`config.mk`:
```
export PLATFORM = sky130hd
export DESIGN_NAME = sram_2inst_req_sched_flat
export DESIGN_NICKNAME = d
export VERILOG_FILES = /design/src/rtl/sram_2inst_req_sched_pkg.sv /design/src/rtl/sram_2inst_req_sched_if.sv /design/src/rtl/sram_2inst_req_sched_fifo.sv /design/src/rtl/sram_2inst_req_sched.sv /design/src/flat_wrapper.sv
export SDC_FILE = /design/constraint.sdc
export NUM_CORES = 1
export LEC_CHECK = 0
export CAP_MARGIN = 25
export CORE_UTILIZATION = 35
export CTS_CLUSTER_DIAMETER = 60
export DETAILED_ROUTE_END_ITERATION = 8
export SKIP_CTS_REPAIR_TIMING = 1
export SYNTH_ARGS = -nofsm -noshare
export SYNTH_HDL_FRONTEND = slang
export SYNTH_SLANG_ARGS = --single-unit
```
`constraint.sdc`:
```
create_clock -name clk -period 5.2 [get_ports clk]
set_input_delay 1.56 -clock clk [delete_from_list [all_inputs] [get_ports clk]]
set_output_delay 1.56 -clock clk [all_outputs]
set_load 0.05 [all_outputs]
```
`src/rtl/sram_2inst_req_sched_pkg.sv`:
```
// Shared types for the two-instance SRAM request scheduler: SRAM command,
// buffered request record and the idle-lane steering helper.
package sram_2inst_req_sched_pkg;

  localparam int SRAM_REQ_TAG_W = 4;
  localparam int SRAM_ADDR_W    = 8;

  typedef struct packed {
    logic [1:0]             dest_ram_id;
    logic [SRAM_ADDR_W-1:0] addr;
  } sram_inst_cmd_t;

  typedef struct packed {
    logic                      wr;
    sram_inst_cmd_t            cmd;
    logic [31:0]               wdata;
    logic [SRAM_REQ_TAG_W-1:0] tag;
  } sram_req_t;

  // The SRAM pair steers lane b from lane a's instance bit, so an idle lane
  // must point at the instance the active lane is not using.
  function automatic sram_inst_cmd_t steer_cmd(input sram_inst_cmd_t c);
    sram_inst_cmd_t r;
    r = c;
    r.dest_ram_id[0] = ~c.dest_ram_id[0];
    return r;
  endfunction

endpackage

```
`src/rtl/sram_2inst_req_sched_if.sv`:
```
// One request/SRAM/response lane of the scheduler; the scheduler is the slave,
// the requester plus SRAM pair side is the master.
interface sram_2inst_req_sched_if;
  import sram_2inst_req_sched_pkg::*;

  logic                      req_vld;
  logic                      req_rdy;
  logic                      req_wr;
  sram_inst_cmd_t            req_cmd;
  logic [31:0]               req_wdata;
  logic [SRAM_REQ_TAG_W-1:0] req_tag;
  logic                      read_vld;
  sram_inst_cmd_t            read_cmd;
  logic                      write_vld;
  sram_inst_cmd_t            write_cmd;
  logic [31:0]               wr_data;
  logic [31:0]               rd_data;
  logic                      resp_vld;
  logic [31:0]               resp_data;
  logic [SRAM_REQ_TAG_W-1:0] resp_tag;

  modport slave (
    input  req_vld, req_wr, req_cmd, req_wdata, req_tag, rd_data,
    output req_rdy, read_vld, read_cmd, write_vld, write_cmd, wr_data,
           resp_vld, resp_data, resp_tag
  );

  modport master (
    output req_vld, req_wr, req_cmd, req_wdata, req_tag, rd_data,
    input  req_rdy, read_vld, read_cmd, write_vld, write_cmd, wr_data,
           resp_vld, resp_data, resp_tag
  );

endinterface

```
`src/rtl/sram_2inst_req_sched_fifo.sv`:
```
// Per-lane in-order request buffer; push is ignored when full even if a pop
// happens in the same cycle, and the head is visible the cycle after a push.
module sram_req_fifo
  import sram_2inst_req_sched_pkg::*;
#(
  parameter int DEPTH = 4
) (
  input  logic                     clk,
  input  logic                     rst_n,
  input  logic                     push_i,
  input  sram_req_t                push_dat_i,
  input  logic                     pop_i,
  output sram_req_t                head_dat_o,
  output logic                     full_o,
  output logic                     empty_o,
  output logic [$clog2(DEPTH):0]   count_o
);

  localparam int PW = $clog2(DEPTH);
  localparam int CW = PW + 1;
  localparam logic [CW-1:0] FULL_CNT = CW'(DEPTH);

  sram_req_t       mem_q [DEPTH];
  logic [PW-1:0]   wr_ptr_q;
  logic [PW-1:0]   rd_ptr_q;
  logic [CW-1:0]   count_q;
  logic            do_push;
  logic            do_pop;

  assign do_push = push_i && (count_q != FULL_CNT);
  assign do_pop  = pop_i && (count_q != '0);

  always_ff @(posedge clk or negedge rst_n) begin
    if (!rst_n) begin
      wr_ptr_q <= '0;
      rd_ptr_q <= '0;
      count_q  <= '0;
    end else begin
      if (do_push) wr_ptr_q <= wr_ptr_q + PW'(1);
      if (do_pop)  rd_ptr_q <= rd_ptr_q + PW'(1);
      case ({do_push, do_pop})
        2'b10:   count_q <= count_q + CW'(1);
        2'b01:   count_q <= count_q - CW'(1);
        default: count_q <= count_q;
      endcase
    end
  end

  always_ff @(posedge clk) begin
    if (do_push) mem_q[wr_ptr_q] <= push_dat_i;
  end

  assign head_dat_o = mem_q[rd_ptr_q];
  assign full_o     = (count_q == FULL_CNT);
  assign empty_o    = (count_q == '0);
  assign count_o    = count_q;

endmodule

```
`src/rtl/sram_2inst_req_sched.sv`:
```
// Two-lane request scheduler in front of the SRAM pair: one op per instance per
// cycle, round-robin on instance conflicts, read responses one cycle after issue.
module sram_2inst_req_sched
  import sram_2inst_req_sched_pkg::*;
#(
  parameter int FIFO_DEPTH = 4
) (
  input  logic                   clk,
  input  logic                   rst_n,
  sram_2inst_req_sched_if.slave  lane_a_if,
  sram_2inst_req_sched_if.slave  lane_b_if
);

  localparam int CW = $clog2(FIFO_DEPTH) + 1;
  localparam logic [CW-1:0] FULL_CNT = CW'(FIFO_DEPTH);

  sram_req_t                 req_a, req_b, head_a, head_b;
  logic                      full_a, full_b, empty_a, empty_b;
  logic [CW-1:0]             cnt_a, cnt_b;
  logic                      push_a, push_b;
  logic                      conflict;
  logic                      pop_a, pop_b;
  logic                      rd_a, rd_b, wr_a, wr_b;
  logic                      rr_q, rr_d;
  logic                      rd_pend_a_q, rd_pend_a_d, rd_pend_b_q, rd_pend_b_d;
  logic [SRAM_REQ_TAG_W-1:0] tag_a_q, tag_a_d, tag_b_q, tag_b_d;

  assign req_a = '{wr: lane_a_if.req_wr, cmd: lane_a_if.req_cmd,
                   wdata: lane_a_if.req_wdata, tag: lane_a_if.req_tag};
  assign req_b = '{wr: lane_b_if.req_wr, cmd: lane_b_if.req_cmd,
                   wdata: lane_b_if.req_wdata, tag: lane_b_if.req_tag};

  assign lane_a_if.req_rdy = (cnt_a != FULL_CNT);
  assign lane_b_if.req_rdy = (cnt_b != FULL_CNT);
  assign push_a = lane_a_if.req_vld && !full_a;
  assign push_b = lane_b_if.req_vld && !full_b;

  sram_req_fifo #(.DEPTH(FIFO_DEPTH)) u_fifo_a (
    .clk(clk), .rst_n(rst_n), .push_i(push_a), .push_dat_i(req_a), .pop_i(pop_a),
    .head_dat_o(head_a), .full_o(full_a), .empty_o(empty_a), .count_o(cnt_a)
  );

  sram_req_fifo #(.DEPTH(FIFO_DEPTH)) u_fifo_b (
    .clk(clk), .rst_n(rst_n), .push_i(push_b), .push_dat_i(req_b), .pop_i(pop_b),
    .head_dat_o(head_b), .full_o(full_b), .empty_o(empty_b), .count_o(cnt_b)
  );

  // Any two ops on one instance collide, whatever their read/write mix.
  always_comb begin
    conflict = !empty_a && !empty_b &&
               (head_a.cmd.dest_ram_id[0] == head_b.cmd.dest_ram_id[0]);
    pop_a    = !empty_a && (!conflict || !rr_q);
    pop_b    = !empty_b && (!conflict || rr_q);
    rr_d     = rr_q ^ conflict;
    rd_a     = pop_a && !head_a.wr;
    wr_a     = pop_a && head_a.wr;
    rd_b     = pop_b && !head_b.wr;
    wr_b     = pop_b && head_b.wr;
  end

  always_comb begin
    lane_a_if.read_vld  = rd_a;
    lane_b_if.read_vld  = rd_b;
    lane_a_if.write_vld = wr_a;
    lane_b_if.write_vld = wr_b;
    lane_a_if.read_cmd  = '0;
    lane_b_if.read_cmd  = '0;
    lane_a_if.write_cmd = '0;
    lane_b_if.write_cmd = '0;
    if (rd_a)      lane_a_if.read_cmd = head_a.cmd;
    else if (rd_b) lane_a_if.read_cmd = steer_cmd(head_b.cmd);
    if (rd_b)      lane_b_if.read_cmd = head_b.cmd;
    else if (rd_a) lane_b_if.read_cmd = steer_cmd(head_a.cmd);
    if (wr_a)      lane_a_if.write_cmd = head_a.cmd;
    else if (wr_b) lane_a_if.write_cmd = steer_cmd(head_b.cmd);
    if (wr_b)      lane_b_if.write_cmd = head_b.cmd;
    else if (wr_a) lane_b_if.write_cmd = steer_cmd(head_a.cmd);
    lane_a_if.wr_data = wr_a ? head_a.wdata : '0;
    lane_b_if.wr_data = wr_b ? head_b.wdata : '0;
  end

  always_comb begin
    rd_pend_a_d = rd_a;
    rd_pend_b_d = rd_b;
    tag_a_d     = rd_a ? head_a.tag : tag_a_q;
    tag_b_d     = rd_b ? head_b.tag : tag_b_q;
  end

  always_ff @(posedge clk or negedge rst_n) begin
    if (!rst_n) begin
      rr_q        <= 1'b0;
      rd_pend_a_q <= 1'b0;
      rd_pend_b_q <= 1'b0;
      tag_a_q     <= '0;
      tag_b_q     <= '0;
    end else begin
      rr_q        <= rr_d;
      rd_pend_a_q <= rd_pend_a_d;
      rd_pend_b_q <= rd_pend_b_d;
      tag_a_q     <= tag_a_d;
      tag_b_q     <= tag_b_d;
    end
  end

  // SRAM read data arrives exactly one cycle after issue, so it is forwarded unregistered.
  assign lane_a_if.resp_vld  = rd_pend_a_q;
  assign lane_a_if.resp_data = lane_a_if.rd_data;
  assign lane_a_if.resp_tag  = tag_a_q;
  assign lane_b_if.resp_vld  = rd_pend_b_q;
  assign lane_b_if.resp_data = lane_b_if.rd_data;
  assign lane_b_if.resp_tag  = tag_b_q;

endmodule

```
`src/flat_wrapper.sv`:
```
// flat-port wrapper written by rule: the top's interface ports become plain ports
module sram_2inst_req_sched_flat import sram_2inst_req_sched_pkg::*;
#(
  parameter int FIFO_DEPTH = 4
)
  (clk, rst_n, lane_a_if_req_vld, lane_a_if_req_wr, lane_a_if_req_cmd, lane_a_if_req_wdata, lane_a_if_req_tag, lane_a_if_rd_data, lane_a_if_req_rdy, lane_a_if_read_vld, lane_a_if_read_cmd, lane_a_if_write_vld, lane_a_if_write_cmd, lane_a_if_wr_data, lane_a_if_resp_vld, lane_a_if_resp_data, lane_a_if_resp_tag, lane_b_if_req_vld, lane_b_if_req_wr, lane_b_if_req_cmd, lane_b_if_req_wdata, lane_b_if_req_tag, lane_b_if_rd_data, lane_b_if_req_rdy, lane_b_if_read_vld, lane_b_if_read_cmd, lane_b_if_write_vld, lane_b_if_write_cmd, lane_b_if_wr_data, lane_b_if_resp_vld, lane_b_if_resp_data, lane_b_if_resp_tag);
  sram_2inst_req_sched_if lane_a_if_i ();
  sram_2inst_req_sched_if lane_b_if_i ();
  input  logic clk;
  input  logic rst_n;
  input wire logic [$bits(lane_a_if_i.req_vld)-1:0] lane_a_if_req_vld;
  input wire logic [$bits(lane_a_if_i.req_wr)-1:0] lane_a_if_req_wr;
  input wire logic [$bits(lane_a_if_i.req_cmd)-1:0] lane_a_if_req_cmd;
  input wire logic [$bits(lane_a_if_i.req_wdata)-1:0] lane_a_if_req_wdata;
  input wire logic [$bits(lane_a_if_i.req_tag)-1:0] lane_a_if_req_tag;
  input wire logic [$bits(lane_a_if_i.rd_data)-1:0] lane_a_if_rd_data;
  output wire logic [$bits(lane_a_if_i.req_rdy)-1:0] lane_a_if_req_rdy;
  output wire logic [$bits(lane_a_if_i.read_vld)-1:0] lane_a_if_read_vld;
  output wire logic [$bits(lane_a_if_i.read_cmd)-1:0] lane_a_if_read_cmd;
  output wire logic [$bits(lane_a_if_i.write_vld)-1:0] lane_a_if_write_vld;
  output wire logic [$bits(lane_a_if_i.write_cmd)-1:0] lane_a_if_write_cmd;
  output wire logic [$bits(lane_a_if_i.wr_data)-1:0] lane_a_if_wr_data;
  output wire logic [$bits(lane_a_if_i.resp_vld)-1:0] lane_a_if_resp_vld;
  output wire logic [$bits(lane_a_if_i.resp_data)-1:0] lane_a_if_resp_data;
  output wire logic [$bits(lane_a_if_i.resp_tag)-1:0] lane_a_if_resp_tag;
  input wire logic [$bits(lane_b_if_i.req_vld)-1:0] lane_b_if_req_vld;
  input wire logic [$bits(lane_b_if_i.req_wr)-1:0] lane_b_if_req_wr;
  input wire logic [$bits(lane_b_if_i.req_cmd)-1:0] lane_b_if_req_cmd;
  input wire logic [$bits(lane_b_if_i.req_wdata)-1:0] lane_b_if_req_wdata;
  input wire logic [$bits(lane_b_if_i.req_tag)-1:0] lane_b_if_req_tag;
  input wire logic [$bits(lane_b_if_i.rd_data)-1:0] lane_b_if_rd_data;
  output wire logic [$bits(lane_b_if_i.req_rdy)-1:0] lane_b_if_req_rdy;
  output wire logic [$bits(lane_b_if_i.read_vld)-1:0] lane_b_if_read_vld;
  output wire logic [$bits(lane_b_if_i.read_cmd)-1:0] lane_b_if_read_cmd;
  output wire logic [$bits(lane_b_if_i.write_vld)-1:0] lane_b_if_write_vld;
  output wire logic [$bits(lane_b_if_i.write_cmd)-1:0] lane_b_if_write_cmd;
  output wire logic [$bits(lane_b_if_i.wr_data)-1:0] lane_b_if_wr_data;
  output wire logic [$bits(lane_b_if_i.resp_vld)-1:0] lane_b_if_resp_vld;
  output wire logic [$bits(lane_b_if_i.resp_data)-1:0] lane_b_if_resp_data;
  output wire logic [$bits(lane_b_if_i.resp_tag)-1:0] lane_b_if_resp_tag;
  assign lane_a_if_i.req_vld = lane_a_if_req_vld;
  assign lane_a_if_i.req_wr = lane_a_if_req_wr;
  assign lane_a_if_i.req_cmd = lane_a_if_req_cmd;
  assign lane_a_if_i.req_wdata = lane_a_if_req_wdata;
  assign lane_a_if_i.req_tag = lane_a_if_req_tag;
  assign lane_a_if_i.rd_data = lane_a_if_rd_data;
  assign lane_a_if_req_rdy = lane_a_if_i.req_rdy;
  assign lane_a_if_read_vld = lane_a_if_i.read_vld;
  assign lane_a_if_read_cmd = lane_a_if_i.read_cmd;
  assign lane_a_if_write_vld = lane_a_if_i.write_vld;
  assign lane_a_if_write_cmd = lane_a_if_i.write_cmd;
  assign lane_a_if_wr_data = lane_a_if_i.wr_data;
  assign lane_a_if_resp_vld = lane_a_if_i.resp_vld;
  assign lane_a_if_resp_data = lane_a_if_i.resp_data;
  assign lane_a_if_resp_tag = lane_a_if_i.resp_tag;
  assign lane_b_if_i.req_vld = lane_b_if_req_vld;
  assign lane_b_if_i.req_wr = lane_b_if_req_wr;
  assign lane_b_if_i.req_cmd = lane_b_if_req_cmd;
  assign lane_b_if_i.req_wdata = lane_b_if_req_wdata;
  assign lane_b_if_i.req_tag = lane_b_if_req_tag;
  assign lane_b_if_i.rd_data = lane_b_if_rd_data;
  assign lane_b_if_req_rdy = lane_b_if_i.req_rdy;
  assign lane_b_if_read_vld = lane_b_if_i.read_vld;
  assign lane_b_if_read_cmd = lane_b_if_i.read_cmd;
  assign lane_b_if_write_vld = lane_b_if_i.write_vld;
  assign lane_b_if_write_cmd = lane_b_if_i.write_cmd;
  assign lane_b_if_wr_data = lane_b_if_i.wr_data;
  assign lane_b_if_resp_vld = lane_b_if_i.resp_vld;
  assign lane_b_if_resp_data = lane_b_if_i.resp_data;
  assign lane_b_if_resp_tag = lane_b_if_i.resp_tag;
  sram_2inst_req_sched #(.FIFO_DEPTH(FIFO_DEPTH)) u_core (.clk(clk), .rst_n(rst_n), .lane_a_if(lane_a_if_i), .lane_b_if(lane_b_if_i));
endmodule
```
Sizing map:
Drawn at 2 px/µm.
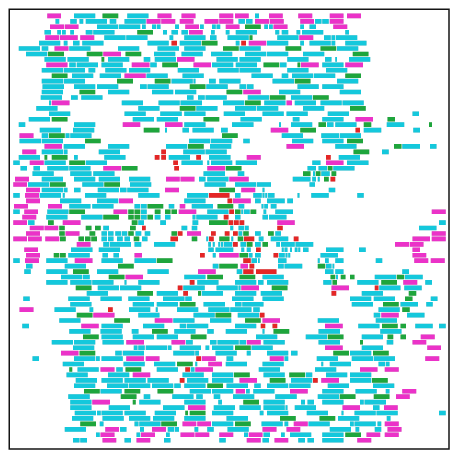
Red is x3 and x4, cells 49, share 4.6%, most used buf_4. Cyan is x1 and smaller, cells 688, share 65%, most used edfxtp_1. Magenta is x6 and larger, cells 166, share 16%, most used buf_12. Green is x2, cells 162, share 15%, most used mux4_2.

==> flow_metrics.env <==
# source this file to load flow results
export IMPL_clk_pin_slew_ps=50
export IMPL_outcome="completed"
export IMPL_warning_count=34
export IMPL_edf_count=376
export IMPL_cp_slowest_cell="mux4_2"
export IMPL_dominant_cells="sequential cells"
export IMPL_drive_above_1_share=0.354
export IMPL_yosysWarningCount=0
export IMPL_whs_endpoint="u_core.lane_b_if.resp_tag[0]$_DFFE_PN0P_"
export IMPL_top_cell="edfxtp_1"
export IMPL_cts_inserted_buffers=45
export IMPL_wl_per_cell_um=23.7
export IMPL_initCoreUtil=0.355
export IMPL_final_antenna_net_count=0
export IMPL_seq_area_um2=11900
export IMPL_top_area_frac=0.684
export IMPL_ys_types=34
export IMPL_coreArea_um2=46600
export IMPL_via_per_inst=5.06
export IMPL_io_pins=346
export IMPL_r2r_start="u_core.u_fifo_a.rd_ptr_q[0]$_DFFE_PN0P_"
export IMPL_fmax_mhz=201
export IMPL_chip_area_um2=48000
export IMPL_synthMuxAreaShare=0.137
export IMPL_comb_area_frac=0.177
export IMPL_crit_start="u_core.u_fifo_a.rd_ptr_q[0]$_DFFE_PN0P_"
export IMPL_synthAoiAreaFrac=0.0203
export IMPL_gp_congestion=0.735
export IMPL_nFillCells=3877
export IMPL_fin_crit_sh=0.955
export IMPL_r2r_slack_ps=2190
export IMPL_hp_start="u_core.lane_b_if.resp_tag[0]$_DFFE_PN0P_"
export IMPL_numPortBuffers=217
export IMPL_path_class="reg -> out"
export IMPL_placed_cells=1586
export IMPL_final_comb_area_um2=3840
export IMPL_inv_count=20
export IMPL_syn_area_um2=16500
export IMPL_wl_um=39700
export IMPL_postLayoutCellArea_um2=21600
export IMPL_area_growth_pct=31.1
export IMPL_num_clock_buffers=58
export IMPL_tns_ps=0
export IMPL_crit_required_ps=3640
export IMPL_final_clk_cell_share=0.0670
export IMPL_placed_cell_area_um2=20100
export IMPL_arrival_ps=3400
export IMPL_synth_chip_area_um2=16500
export IMPL_clock_skew_ps=17.5
export IMPL_ys_cells=838
export IMPL_cp_max_fo=15
export IMPL_crit_end="lane_b_if_read_cmd[9]"
export IMPL_vias=8453
export IMPL_topCellsByArea="edfxtp_1, mux4_2, dfrtp_1"
export IMPL_floorplan_rows=79
export IMPL_synth_xor_xnor_area_share=0.00690
export IMPL_fa_ha_area_frac=0.0115
export IMPL_grt_use_total=0.166
export IMPL_flops=401
export IMPL_crit_buf_inv=3
export IMPL_nMultiInputCombCells=305
export IMPL_antenna_cells=0
export IMPL_r2r_cells=12
export IMPL_path_delay_family="buffers and inverters"
export IMPL_fin_nets=1205
export IMPL_yosys_top_cells_count="edfxtp_1, mux4_2, and2_1, buf_4, a31o_2"
export IMPL_fin_cells=1672
export IMPL_clockBufferDepth=3
export IMPL_syn_avg_cell_area_um2=19.7
export IMPL_cts_sinks=401
export IMPL_drt_initial_drc_count=504
export IMPL_die_width_um=219
export IMPL_drcViolationCount=0
export IMPL_ys_async_sr_fraction=0.0623
export IMPL_synthCells=838
export IMPL_seq_share=0.551
export IMPL_largest_area_cell="edfxtp_1"
export IMPL_maxSlewViolCount=0
export IMPL_firstDrtPassIters=5
export IMPL_setup_viol_count_final=0
export IMPL_min_delay_path_depth=1
export IMPL_cpPeakStageDelay_ps=580
export IMPL_htree_levels=2
export IMPL_cts_tree="yes"
export IMPL_rsz0062_at_grt="true"
export IMPL_grt_max_degree=48
export IMPL_grt_pass1_vias=8654
export IMPL_synthTopLogicFamily="multiplexers"
export IMPL_tightest_slew_ps=757
export IMPL_cap_violations=0
export IMPL_crit_cells=9
export IMPL_hpwl_um=26500
export IMPL_simple_gate_share=0.0551
export IMPL_dieHeight_um=219
export IMPL_buffer_area_frac=0.166
export IMPL_hold_violations=0
export IMPL_clk_insertion_delay_late_ps=570
export IMPL_cp_cell_sequence="mux4_2 > xor2_1 > nor3_1 > ha_1 > buf_4 > or3_4 > inv_4 > a31o_2 > buf_12"
export IMPL_post_route_min_period_ps=4960
export IMPL_syn_num_nets=1014
export IMPL_synth_seq_cells=401
export IMPL_fin_ws_ps=236
export IMPL_worstSetupStartpointType="flop"
export IMPL_ff_type="edfxtp_1"
export IMPL_cts_root_buf="clkbuf_16"
export IMPL_post_place_ws_ps=664
export IMPL_gr_total_overflow=0
export IMPL_setup_worst_path_end_class="output port"
export IMPL_nonClockBufferCount=256
M3 wires:
Drawn at 1 px/µm.
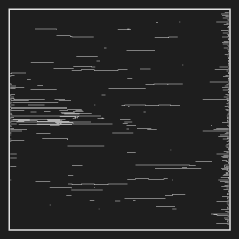
The layer holds 6.8% of the routed length. The wires run mostly horizontal. 192 nets have wire on it. The layer carries 2680 µm of wire.

[per-stage QoR]
| step | hold slack [ps] | utilization |
|---|---|---|
| 2_1_floorplan | 468 | - |
| 3_3_place_gp | 497 | 0.432 |
| 6_report | 506 | 0.465 |
| 3_5_place_dp | 503 | 0.432 |
| 4_1_cts | 513 | 0.463 |
| 5_1_grt | 540 | 0.465 |
[placed cells by master (no fill, tap or decap), drive strengths merged, types with 6 or more instances in the layout]
master,instances
clkbuf,58
dfrtp,25
inv,22
and3,8
xor2,7
mux2,12
clkdlybuf4s50,108
and4,18
ha,12
edfxtp,376
and2,66
xnor2,6
buf,148
a31o,36
mux4,94
clkinv,16
nor4b,18
[routing by layer]
metal | share of wire | up-vias | track usage
met5 | 0.00025 | - | 0
met4 | 0.041 | 2 | 0.0741
met3 | 0.068 | 126 | 0.0430
met2 | 0.48 | 274 | 0.259
met1 | 0.41 | 4360 | 0.217
li1 | - | 3691 | -
[sequential cells by signal (all words and copies together), names as in the netlist]
name and count:
u_core.u_fifo_a.count_o 3, u_core.u_fifo_b.count_o 3, u_core.u_fifo_b.rd_ptr_q 2, u_core.u_fifo_b.mem_q 188
u_core.u_fifo_a.rd_ptr_q 2, u_core.lane_b_if.resp_vld 1, u_core.u_fifo_a.mem_q 188, u_core.rr_q 1
u_core.lane_b_if.resp_tag 4, u_core.u_fifo_b.wr_ptr_q 2, u_core.u_fifo_a.wr_ptr_q 2, u_core.lane_a_if.resp_vld 1
u_core.lane_a_if.resp_tag 4
